**src/rtl/reg_file_32x64_if.sv**
```systemverilog
// Register-file access bundle: two read selects/data and one write port.
// The master side (decode/writeback) drives selects and write data; the register file is the slave.
interface reg_file_32x64_if #(
    parameter int DATA_W = 64,
    parameter int ADDR_W = 5
);
    logic [ADDR_W-1:0] readRegA;
    logic [ADDR_W-1:0] readRegB;
    logic [ADDR_W-1:0] writeReg;
    logic [DATA_W-1:0] writeData;
    logic              write;
    logic [DATA_W-1:0] readDataA;
    logic [DATA_W-1:0] readDataB;

    modport master (
        output readRegA, readRegB, writeReg, writeData, write,
        input  readDataA, readDataB
    );

    modport slave (
        input  readRegA, readRegB, writeReg, writeData, write,
        output readDataA, readDataB
    );
endinterface

```
**src/rtl/reg_file_32x64.sv**
```systemverilog
// 32 x 64-bit register file: two combinational read ports, one synchronous write port, XZR at r31.
// Optional macro REGFILE_BYPASS_EN forwards same-cycle write data to a matching read port.
module reg_file_32x64 #(
    parameter int DATA_W   = 64,
    parameter int ADDR_W   = 5,
    parameter int ZERO_REG = 31
) (
    input logic                clk,
    input logic                rst,
    reg_file_32x64_if.slave    bus
);
    localparam int              DEPTH    = 1 << ADDR_W;
    localparam logic [ADDR_W-1:0] ZERO_SEL = ADDR_W'(ZERO_REG);

    logic [DATA_W-1:0] regs [0:DEPTH-1];
    logic              wr_en;
    logic [DATA_W-1:0] rd_a;
    logic [DATA_W-1:0] rd_b;

    // Writes to the zero register are dropped here so its storage never leaves reset.
    assign wr_en = bus.write && (bus.writeReg != ZERO_SEL);

    always_ff @(posedge clk or negedge rst) begin
        if (!rst) begin
            for (int i = 0; i < DEPTH; i++) begin
                regs[i] <= '0;
            end
        end else if (wr_en) begin
            regs[bus.writeReg] <= bus.writeData;
        end
    end

    always_comb begin
        rd_a = regs[bus.readRegA];
`ifdef REGFILE_BYPASS_EN
        if (bus.write && (bus.readRegA == bus.writeReg)) begin
            rd_a = bus.writeData;
        end
`endif
        if (!rst || (bus.readRegA == ZERO_SEL)) begin
            rd_a = '0;
        end
    end

    always_comb begin
        rd_b = regs[bus.readRegB];
`ifdef REGFILE_BYPASS_EN
        if (bus.write && (bus.readRegB == bus.writeReg)) begin
            rd_b = bus.writeData;
        end
`endif
        if (!rst || (bus.readRegB == ZERO_SEL)) begin
            rd_b = '0;
        end
    end

    assign bus.readDataA = rd_a;
    assign bus.readDataB = rd_b;
endmodule

```
**src/flat_wrapper.sv**
```systemverilog
// flat-port wrapper written by rule: the top's interface ports become plain ports
module reg_file_32x64_flat 
#(
    parameter int DATA_W   = 64,
    parameter int ADDR_W   = 5,
    parameter int ZERO_REG = 31
)
  (clk, rst, bus_readRegA, bus_readRegB, bus_writeReg, bus_writeData, bus_write, bus_readDataA, bus_readDataB);
  reg_file_32x64_if #(.DATA_W(DATA_W), .ADDR_W(ADDR_W)) bus_i ();
  input logic clk;
  input logic rst;
  input wire logic [$bits(bus_i.readRegA)-1:0] bus_readRegA;
  input wire logic [$bits(bus_i.readRegB)-1:0] bus_readRegB;
  input wire logic [$bits(bus_i.writeReg)-1:0] bus_writeReg;
  input wire logic [$bits(bus_i.writeData)-1:0] bus_writeData;
  input wire logic [$bits(bus_i.write)-1:0] bus_write;
  output wire logic [$bits(bus_i.readDataA)-1:0] bus_readDataA;
  output wire logic [$bits(bus_i.readDataB)-1:0] bus_readDataB;
  assign bus_i.readRegA = bus_readRegA;
  assign bus_i.readRegB = bus_readRegB;
  assign bus_i.writeReg = bus_writeReg;
  assign bus_i.writeData = bus_writeData;
  assign bus_i.write = bus_write;
  assign bus_readDataA = bus_i.readDataA;
  assign bus_readDataB = bus_i.readDataB;
  reg_file_32x64 #(.DATA_W(DATA_W), .ADDR_W(ADDR_W), .ZERO_REG(ZERO_REG)) u_core (.clk(clk), .rst(rst), .bus(bus_i));
endmodule
```
**config.mk**
```make
export PLATFORM = sky130hd
export DESIGN_NAME = reg_file_32x64_flat
export DESIGN_NICKNAME = d
export VERILOG_FILES = /design/src/rtl/reg_file_32x64_if.sv /design/src/rtl/reg_file_32x64.sv /design/src/flat_wrapper.sv
export SDC_FILE = /design/constraint.sdc
export NUM_CORES = 2
export LEC_CHECK = 0
export CELL_PAD_IN_SITES_DETAIL_PLACEMENT = 1
export CELL_PAD_IN_SITES_GLOBAL_PLACEMENT = 1
export CORE_AREA = 2 2 482 484
export DETAILED_ROUTE_END_ITERATION = 10
export DIE_AREA = 0 0 484 486
export PLACE_DENSITY = 0.82
export SETUP_SLACK_MARGIN = 0.1
export SYNTH_ARGS = -nofsm -noshare
export SYNTH_HDL_FRONTEND = slang
export SYNTH_SLANG_ARGS = --single-unit
```
**constraint.sdc**
```tcl
create_clock -name clk -period 6.06 [get_ports clk]
set_clock_uncertainty 0.15 [all_clocks]
set_input_delay 0.606 -clock clk [delete_from_list [all_inputs] [get_ports clk]]
set_output_delay 0.606 -clock clk [all_outputs]
set_load 0.02 [all_outputs]
```
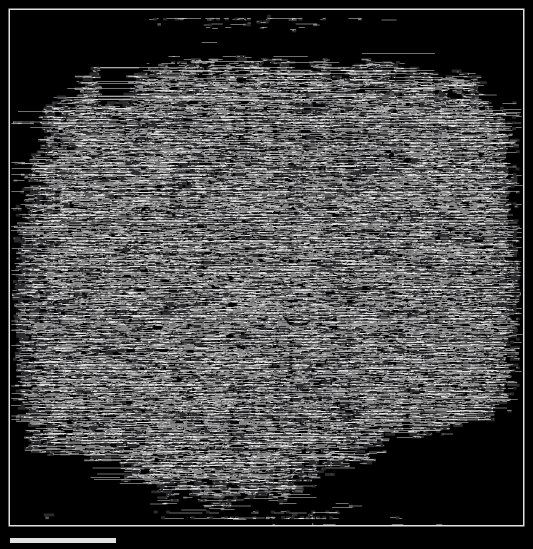
met1.png
Bar = 100 um.
share of all routed wire: 38%
nets with wire on the layer: 6,665
post-detailed-routing wire length: 375,400 um
DR vias: 71,160
met1 GRT Util: 41.06%

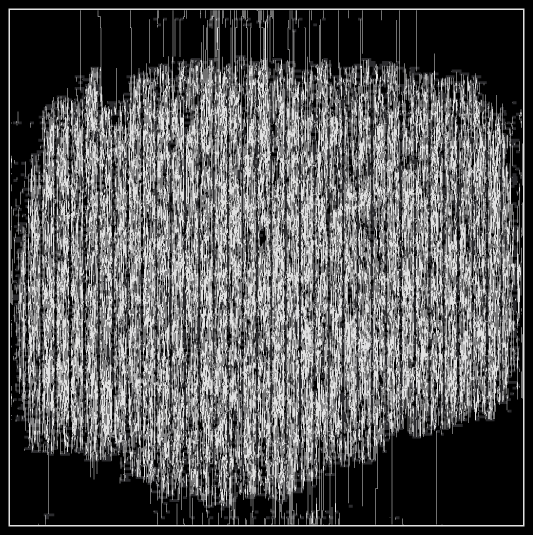
met2.png
share of all routed wire: 48%
longest straight run: 170 um

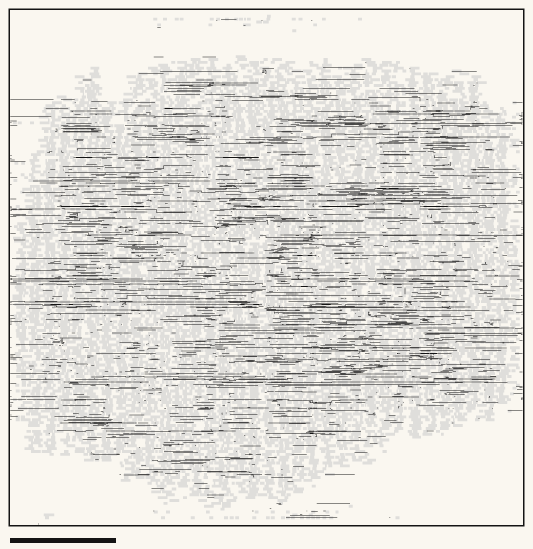
met3.png
Bar = 100 um.
wire length on this layer: 31.2 mm
main direction: horizontal
nets with wire on the layer: 861
longest straight run: 164 um
grt met3 use: 7.319%

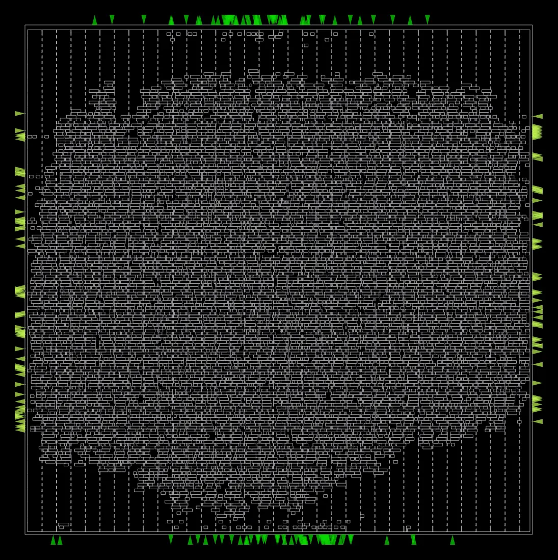
final_placement.png
Std-Cell Core Area: 229,500 sq um
post-route non-filler standard cell count: 10,080
number of tap cells inserted: 3,026

==> GITHUB_STEP_SUMMARY <==
### Yosys + OpenROAD results

| Metric | Value |
|---|---|
| Total net switching power | `0.01153 W` |
| Slew HR | `4.346%` |
| Total number of warnings across the stage logs | `45` |
| Gate count after technology mapping | `7,056` |
| Clk latency late pin | `0.89 ns` |
| Top cells by area in the synthesized netlist | `dfrtp_1 48%, mux2_2 20%, mux4_2 18%, mux2i_1 4.7%, clkbuf_1 1.5%` |
| Number of standard cells reported by yosys | `7,056` |
| Post-Synth Simple-Gate Area | `0.9330%` |
| Net count of the finished layout | `6,943` |
| Status | `finished clean` |
| Worst setup path class | `in2out` |
| TritonCTS Buffers | `210` |
| Setup crit end kind | `primary output` |
| Floorplan-stage core utilization | `46.99%` |
| Final setup vio count | `0` |
| Average size of a mapped cell | `15.28 sq um` |
| Max capacitance violation total | `0` |
| Number of max-slew violations in the final report | `0` |
| Hold WC Path Type | `in2async` |
| Max Fclk | `180.1 MHz` |
| Data arrival at the endpoint of the critical path | `4.80 ns` |
| Largest register by flop count | `u_core.regs` |
| Fraction of layout cells with a size suffix above 1 | `47.70%` |
| Count of port buffers added during placement | `209` |
| Clock tree from TritonCTS | `yes` |
| Proportion of power drawn by combinational gates | `20.4%` |
| XORs/XNORs by Area | `0%` |
| Unrepaired setup endpoints after global routing | `false` |
| Clock Power | `0.0138 W` |
| Final worst-path cycle share | `91.62%` |
| Deepest clock path buffer count | `3` |
| Largest fanout on the critical path | `88` |
| Clock input transition at the sequential cells of the worst setup and hold paths | `0.06 ns` |
| Final hold slack | `0.1414 ns` |
| Multiplexer share of the synthesized area | `43.43%` |
| Static leakage | `51.34 nW` |
| Highest-power group | `sequential cells` |
| Synthesis area per yosys | `107,800 sq um` |
| Commonest cells post-synth | `2,048 x dfrtp_1, 1,884 x mux2_2, 862 x mux4_2` |
| Top cell type's share of synthesized area | `47.53%` |
| Number of iterations in the first detailed-routing pass | `5` |
| Async set-or-reset flop fraction in the synthesized netlist | `100.0%` |
| Minimum period implied by the final worst setup slack | `5.552 ns` |
| Placed cell areas | `112,600 sq um` |
-- final cells by class --
| cell class | count | area (sq um) | share of cell area, % |
|---|---|---|---|
| multi-input cells | 4177 | 53000 | 44.21 |
| flip-flops and latches | 2048 | 51250 | 42.75 |
| clock buffers | 320 | 6407 | 5.345 |
| repair buffers | 419 | 4581 | 3.821 |
| well taps | 3026 | 3786 | 3.158 |
| clock inverters | 66 | 798.3 | 0.6659 |
| diodes | 15 | 37.54 | 0.03131 |
| inverters | 5 | 20.02 | 0.01670 |
-- layout by cell type (no fill, tap or decap), types with 15 or more instances in the layout --
cell,n
clkbuf_16,217
clkbuf_8,60
a22o_1,67
o22a_1,35
nor2_1,18
mux2_1,104
a211oi_1,204
mux2_2,1884
nand2_1,50
a22oi_1,81
o221ai_1,104
bufinv_16,15
o22ai_1,105
clkinv_2,41
diode_2,15
clkdlybuf4s50_1,198
buf_4,142
clkbuf_1,44
buf_12,70
mux2i_1,502
mux4_2,862
dfrtp_1,2048
-- layer usage --
layer  wire length [um]  global-route usage, %  up-vias
met5                 74                      0        -
met4              20370                  16.74       12
met3              31240                  7.319     1099
met2             179700                  50.17     3837
met1             144000                  41.06    39100
li1                   -                      -    27110
-- worst paths after layout --
| kind | from | to | slack (ns) | depth (start not counted) |
|---|---|---|---|---|
| max | rst | bus_readDataA[62] | 0.51 | 7 |
| min in group clk | u_core.regs[4] | u_core.regs[4] | 0.25 | 0 |
| max in group asynchronous | rst | u_core.regs[380] | 2.15 | 6 |
| max reg2reg | u_core.regs[241] | u_core.regs[241] | 5.03 | 1 |
| min | rst | u_core.regs[1420] | 0.14 | 2 |
| min reg2reg | u_core.regs[4] | u_core.regs[4] | 0.25 | 0 |
No activity file was given, so power comes from the tool's default toggle rates.
